===== src/rtl/mcu_fsm.sv =====
// mcu_fsm: multi-cycle MIPS main controller sequencing fetch/decode/execute/memory/writeback.
// Optional: define MCU_FSM_ILLEGAL_TRAP_EN to park unrecognised opcodes in TRAP and expose `illegal`.
module mcu_fsm #(
  parameter int WAIT_LIMIT = 0
) (
  input  logic       clk,
  input  logic       rst_n,
  input  logic [5:0] opcode,
  input  logic       zero,
  input  logic       mem_ready,
  output logic       pc_we,
  output logic [1:0] pc_src,
  output logic       ir_we,
  output logic       iord,
  output logic       mem_rd,
  output logic       mem_wr,
  output logic       reg_we,
  output logic       wreg_dst_sel,
  output logic       wrbck_sel,
  output logic       alusrca,
  output logic [1:0] alusrcb,
  output logic [1:0] aluop,
  output logic       retire,
  output logic [3:0] state_o,
  output logic       mem_timeout
`ifdef MCU_FSM_ILLEGAL_TRAP_EN
  ,
  output logic       illegal
`endif
);

  localparam logic [5:0] OP_RR    = 6'b000000;
  localparam logic [5:0] OP_J     = 6'b000010;
  localparam logic [5:0] OP_BEQ   = 6'b000100;
  localparam logic [5:0] OP_ADDI  = 6'b001000;
  localparam logic [5:0] OP_ADDIU = 6'b001001;
  localparam logic [5:0] OP_LW    = 6'b100011;
  localparam logic [5:0] OP_SW    = 6'b101011;

  localparam int CW = (WAIT_LIMIT > 0) ? $clog2(WAIT_LIMIT + 1) : 1;

  typedef enum logic [3:0] {
    FETCH   = 4'd0,
    DECODE  = 4'd1,
    MEMADR  = 4'd2,
    MEMRD   = 4'd3,
    MEMWB   = 4'd4,
    MEMWR   = 4'd5,
    EXEC    = 4'd6,
    ALUWB   = 4'd7,
    BRANCH  = 4'd8,
    IMMEXEC = 4'd9,
    IMMWB   = 4'd10,
    JUMP    = 4'd11
`ifdef MCU_FSM_ILLEGAL_TRAP_EN
    ,
    TRAP    = 4'd12
`endif
  } state_t;

  state_t          r_state;
  state_t          w_next;
  logic [CW-1:0]   r_wait_cnt;
  logic            r_timeout;
  logic            w_mem_state;
  logic            w_timeout;

  assign w_mem_state = (r_state == FETCH) || (r_state == MEMRD) || (r_state == MEMWR);

  // The limit is hit on the WAIT_LIMIT-th consecutive low cycle; a ready in that cycle still completes.
  assign w_timeout = (WAIT_LIMIT > 0) && w_mem_state && !mem_ready &&
                     (r_wait_cnt == CW'(WAIT_LIMIT - 1));

  // NOTE: state registers use non-blocking assignments so every flop samples pre-edge values.
  always_ff @(posedge clk or negedge rst_n) begin
    if (!rst_n) begin
      r_state    <= FETCH;
      r_wait_cnt <= '0;
      r_timeout  <= 1'b0;
    end else begin
      r_state <= w_next;
      if (w_timeout) begin
        r_timeout <= 1'b1;
      end
      if ((WAIT_LIMIT > 0) && w_mem_state && !mem_ready && !w_timeout && (w_next == r_state)) begin
        r_wait_cnt <= r_wait_cnt + CW'(1);
      end else begin
        r_wait_cnt <= '0;
      end
    end
  end

  always_comb begin
    w_next = r_state;
    case (r_state)
      FETCH:   if (mem_ready) w_next = DECODE;
      DECODE: begin
        case (opcode)
          OP_LW, OP_SW:      w_next = MEMADR;
          OP_RR:             w_next = EXEC;
          OP_BEQ:            w_next = BRANCH;
          OP_ADDI, OP_ADDIU: w_next = IMMEXEC;
          OP_J:              w_next = JUMP;
          default: begin
`ifdef MCU_FSM_ILLEGAL_TRAP_EN
            w_next = TRAP;
`else
            w_next = FETCH;
`endif
          end
        endcase
      end
      MEMADR:  w_next = (opcode == OP_SW) ? MEMWR : MEMRD;
      MEMRD:   if (mem_ready) w_next = MEMWB;
      MEMWR:   if (mem_ready) w_next = FETCH;
      EXEC:    w_next = ALUWB;
      IMMEXEC: w_next = IMMWB;
      MEMWB, ALUWB, IMMWB, BRANCH, JUMP: w_next = FETCH;
`ifdef MCU_FSM_ILLEGAL_TRAP_EN
      TRAP:    w_next = TRAP;
`endif
      default: w_next = FETCH;
    endcase
    if (w_timeout) begin
      w_next = FETCH;
    end
  end

  always_comb begin
    // NOTE: every output is defaulted before the case so no path through it infers a latch.
    pc_we        = 1'b0;
    pc_src       = 2'b00;
    ir_we        = 1'b0;
    iord         = 1'b0;
    mem_rd       = 1'b0;
    mem_wr       = 1'b0;
    reg_we       = 1'b0;
    wreg_dst_sel = 1'b0;
    wrbck_sel    = 1'b0;
    alusrca      = 1'b0;
    alusrcb      = 2'b00;
    aluop        = 2'b00;
    retire       = 1'b0;
    case (r_state)
      FETCH: begin
        mem_rd  = 1'b1;
        alusrcb = 2'b01;
        ir_we   = mem_ready;
        pc_we   = mem_ready;
      end
      DECODE:  alusrcb = 2'b11;
      MEMADR: begin
        alusrca = 1'b1;
        alusrcb = 2'b10;
      end
      MEMRD: begin
        mem_rd = 1'b1;
        iord   = 1'b1;
      end
      MEMWB: begin
        reg_we    = 1'b1;
        wrbck_sel = 1'b1;
        retire    = 1'b1;
      end
      MEMWR: begin
        mem_wr = 1'b1;
        iord   = 1'b1;
        retire = mem_ready;
      end
      EXEC: begin
        alusrca = 1'b1;
        aluop   = 2'b11;
      end
      ALUWB: begin
        reg_we       = 1'b1;
        wreg_dst_sel = 1'b1;
        retire       = 1'b1;
      end
      BRANCH: begin
        alusrca = 1'b1;
        aluop   = 2'b01;
        pc_src  = 2'b01;
        pc_we   = zero;
        retire  = 1'b1;
      end
      IMMEXEC: begin
        alusrca = 1'b1;
        alusrcb = 2'b10;
        aluop   = (opcode == OP_ADDIU) ? 2'b10 : 2'b00;
      end
      IMMWB: begin
        reg_we = 1'b1;
        retire = 1'b1;
      end
      JUMP: begin
        pc_src = 2'b10;
        pc_we  = 1'b1;
        retire = 1'b1;
      end
      default: ;
    endcase
    // Strobes go quiet combinationally while reset is held, independent of the state register.
    if (!rst_n) begin
      pc_we  = 1'b0;
      ir_we  = 1'b0;
      mem_rd = 1'b0;
      mem_wr = 1'b0;
      reg_we = 1'b0;
      retire = 1'b0;
    end
  end

  assign state_o     = r_state;
  assign mem_timeout = r_timeout;
`ifdef MCU_FSM_ILLEGAL_TRAP_EN
  assign illegal     = (r_state == TRAP);
`endif

endmodule

===== config.mk =====
export PLATFORM = sky130hd
export DESIGN_NAME = mcu_fsm
export DESIGN_NICKNAME = d
export VERILOG_FILES = /design/src/rtl/mcu_fsm.sv
export SDC_FILE = /design/constraint.sdc
export NUM_CORES = 1
export LEC_CHECK = 0
export ABC_CLOCK_PERIOD_IN_PS = 2800
export CAP_MARGIN = 20
export CELL_PAD_IN_SITES_DETAIL_PLACEMENT = 0
export CELL_PAD_IN_SITES_GLOBAL_PLACEMENT = 1
export CORE_MARGIN = 1
export CORE_UTILIZATION = 28
export DETAILED_ROUTE_END_ITERATION = 10
export GPL_TIMING_DRIVEN = 0
export PLACE_DENSITY = 0.8
export SYNTH_ARGS = -nofsm -noshare
export SYNTH_HDL_FRONTEND = slang
export SYNTH_SLANG_ARGS = --single-unit

===== constraint.sdc =====
create_clock -name clk -period 2.8 [get_ports clk]
set_input_delay 0.28 -clock clk [delete_from_list [all_inputs] [get_ports clk]]
set_output_delay 0.28 -clock clk [all_outputs]
set_load 0.005 [all_outputs]

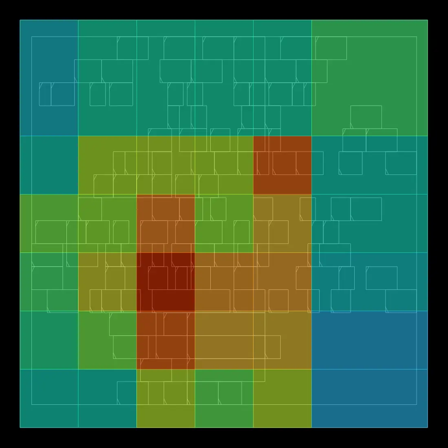
(images/congestion.png)
final core occ: 47.66%
met3 GRT Util: 2.222%

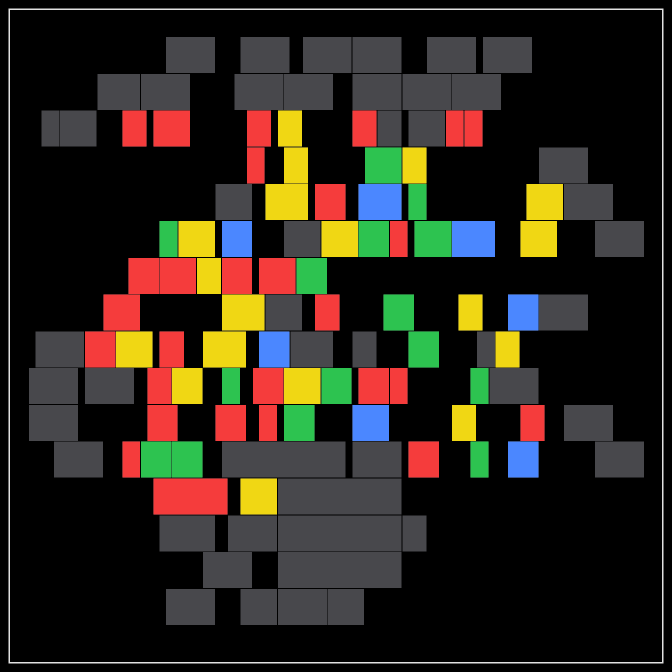
(images/logic_types.png)
and/or cells -> blue  # cells 7, most used and3_1
nor cells -> red  # cells 28
nand cells -> green  # cells 15
aoi and oai cells -> yellow  # cells 18, most used o21ai_0

==> flow_summary_export.csv <==
group,metric,value,unit
status,run_status,"complete, no violations",
setup_path,rr_startpoint,"state_o[0]",
flow_run,drv.max_cap_violation_count,0,
finish,n_antenna_cell,0,
synth,synth-async-reset-ratio,100.0,%
setup_path,worstSetupPathType,"primary input to output pin",
grt,number_of_global_route_vias_before_repair,579,
die,rows,16,
setup_path,reg2reg_depth,3,
routing,wl,1.733,mm
placed_design,postPlaceCellArea,922.1,sq um
sta,final_period_minus_worst_setup_slack,2.328,ns
sta,share_of_the_clock_period_used_by_the_worst_path,83.16,%
synth,synth-edff-count,0,
placed_design,routabilityCongestion,0.8227,
finish,nNetsFinal,128,
grt,antenna_found_initial,0,
flow_run,warning_count,26,
routing,num_vias,755,
placed_design,place.detailed.instances,140,
die,io-pin-count,31,
setup_path,arrival,2.05,ns
setup_path,worst_path_largest_cell_delay,0.53,ns
setup_path,path_cells,"clkdlybuf4s50_1, nor4b_2, nand4_1, o21ai_0, clkdlybuf4s50_1",
finish,register_area,100.1,sq um
finish,number_of_non_filler_instances_in_the_completed_layout,143,
clock_network,cts.repair.resized,0,
clock_network,h_tree_depth,1,
routing,route.detailed.drc,0,
setup_path,worst_path_most_repeated_cell,"clkdlybuf4s50_1",
clock_network,post-cts-setup-buffers,0,
grt,grt_use_total,16.01,%
power_and_ir_drop,report.power.total,607.3,uW
synth,synthesis.yosys.warnings,0,
sta,setup_viol_count_final,0,
finish,area_delta_synth_final,57.95,%
grt,maximum_number_of_pins_on_one_net_before_global_route_repair,11,
sta,maxSlewViolCount,0,
finish,final_area,944.7,sq um
sta,fmax,429.5,MHz
placed_design,dp_slack,0.4595,ns
sta,setup_ws,0.4716,ns
clock_network,cts_hold_buffers,0,
finish,fill_cells,193,
clock_network,cts_made_buffers,3,
synth,syn-num-nets,94,
synth,mappedNetlistArea,598.1,sq um
die,die_height,48.22,microns
sta,minimum_hold_slack,0.3122,ns
synth,synth-seq-cells,4,
min_path,hold_class,"primary input to async pin",
setup_path,startpoint,"opcode[2]",
synth,syn-instance-count,84,
routing,avgRoutedWirePerCell,12.12,microns
setup_path,worst_path_slowest_cell,"clkdlybuf4s50_1",
routing,drtAntennaViolNets,0,
placed_design,numPortBuffers,29,
sta,totalNegativeSetupSlack,0,ns
die,core_outline_area,1982,sq um
power_and_ir_drop,powerDensity,642.9,nW/um^2
clock_network,ctsRootBufferMaster,"clkbuf_4",
placed_design,hpwlAfterDp,1.329,mm
setup_path,timing.critical_path.from_type,"primary input",
sta,rsz0062_at_grt,"no",
die,initial_core_util,30.18,%
synth,synth_stat.cells,84,
clock_network,clockBufferDepth,2,
finish,final_layout_size_suffix_gt1_share,9.483,%
die,floorplan.die.width,48.22,microns
synth,ff_type,"dfrtp_1",
routing,detailedRoute.firstPassIterationCount,4,
setup_path,crit_path_end,"aluop[1]",
clock_network,clock_latency,0.24,ns
grt,grt_first_pass_wirelength,2.594,mm
clock_network,cts_tree,"done",
setup_path,timing.critical_path.required,2.52,ns
[cells by family after synthesis]
kind of cell / after synthesis / synth area share [%]
AOI/OAI and AO/OA: 20 / 22.80
xor gates and xnor gates: 1 / 1.465
buffers and inverters: 8 / 8.785
DFF: 4 / 16.74
other: 1 / 0.6270
and+or+nand+nor: 50 / 49.58
[worst min-delay path by stage]
stage / startpoint / end / slack (ns) / cells past startpoint
2_1_floorplan: rst_n / state_o[0] / -0.02 / 0
3_3_place_gp: rst_n / state_o[0] / 0.56 / 1
3_5_place_dp: rst_n / state_o[0] / 0.57 / 1
4_1_cts: rst_n / state_o[3] / 0.32 / 1
5_1_grt: rst_n / state_o[3] / 0.34 / 1
6_report: rst_n / state_o[3] / 0.31 / 1
[area by class of cell]
class | count | share of cell area (%)
tap | 27 | 3.576
buffer | 7 | 5.166
timing repair buffer | 29 | 30.73
sequential | 4 | 10.60
multi-input combinational | 72 | 47.15
inverter | 1 | 0.3974
clock buffer | 3 | 2.384
[layer usage]
| layer | vias up | part of all wire (%) | track usage, % |
|---|---|---|---|
| met5 | - | 0 | 0 |
| met3 | 2 | 2.8 | 2.222 |
| met1 | 354 | 48 | 22.37 |
| li1 | 378 | - | - |
| met2 | 21 | 48 | 24.27 |
| met4 | 0 | 1.2 | 7.222 |
[worst max-delay path, delay by kind of cell]
kind	cells	cell delay [ns]
AOI/OAI and AO/OA	1	0.17
and+or+nand+nor	2	0.60
buffers and inverters	2	1.00
[placed cells by master, fill, tap and decap left out, drive strengths merged, types with 4 or more instances in the layout]
master         synthesis  layout
buf                    7       7
nand2b                 5       5
nor3b                  4       4
and3                   4       4
dfrtp                  4       4
nor3                   7       7
o21ai                  5       5
nor2                   7       7
nor2b                  7       7
clkdlybuf4s50          0      29
nand2                  5       5
[power breakdown]
group          total, mW  internal (mW)  switching, mW
sequential         0.100         0.0745         0.0258
clock             0.0740         0.0481         0.0259
combinational      0.433          0.239          0.194
total              0.607          0.362          0.245
[Yosys cell counts, drive strengths merged, types with 2 or more instances]
cell | n | area [sq um]
a21boi | 2 | 15.01
a21oi | 2 | 10.01
and3 | 4 | 25.02
buf | 7 | 48.79
dfrtp | 4 | 100.1
nand2 | 5 | 18.77
nand2b | 5 | 31.28
nand3b | 2 | 15.01
nand4 | 3 | 18.77
nor2 | 7 | 26.28
nor2b | 7 | 43.79
nor3 | 7 | 35.03
nor3b | 4 | 30.03
nor4 | 2 | 12.51
o211ai | 2 | 15.01
o21ai | 5 | 25.02
o31ai | 2 | 15.01
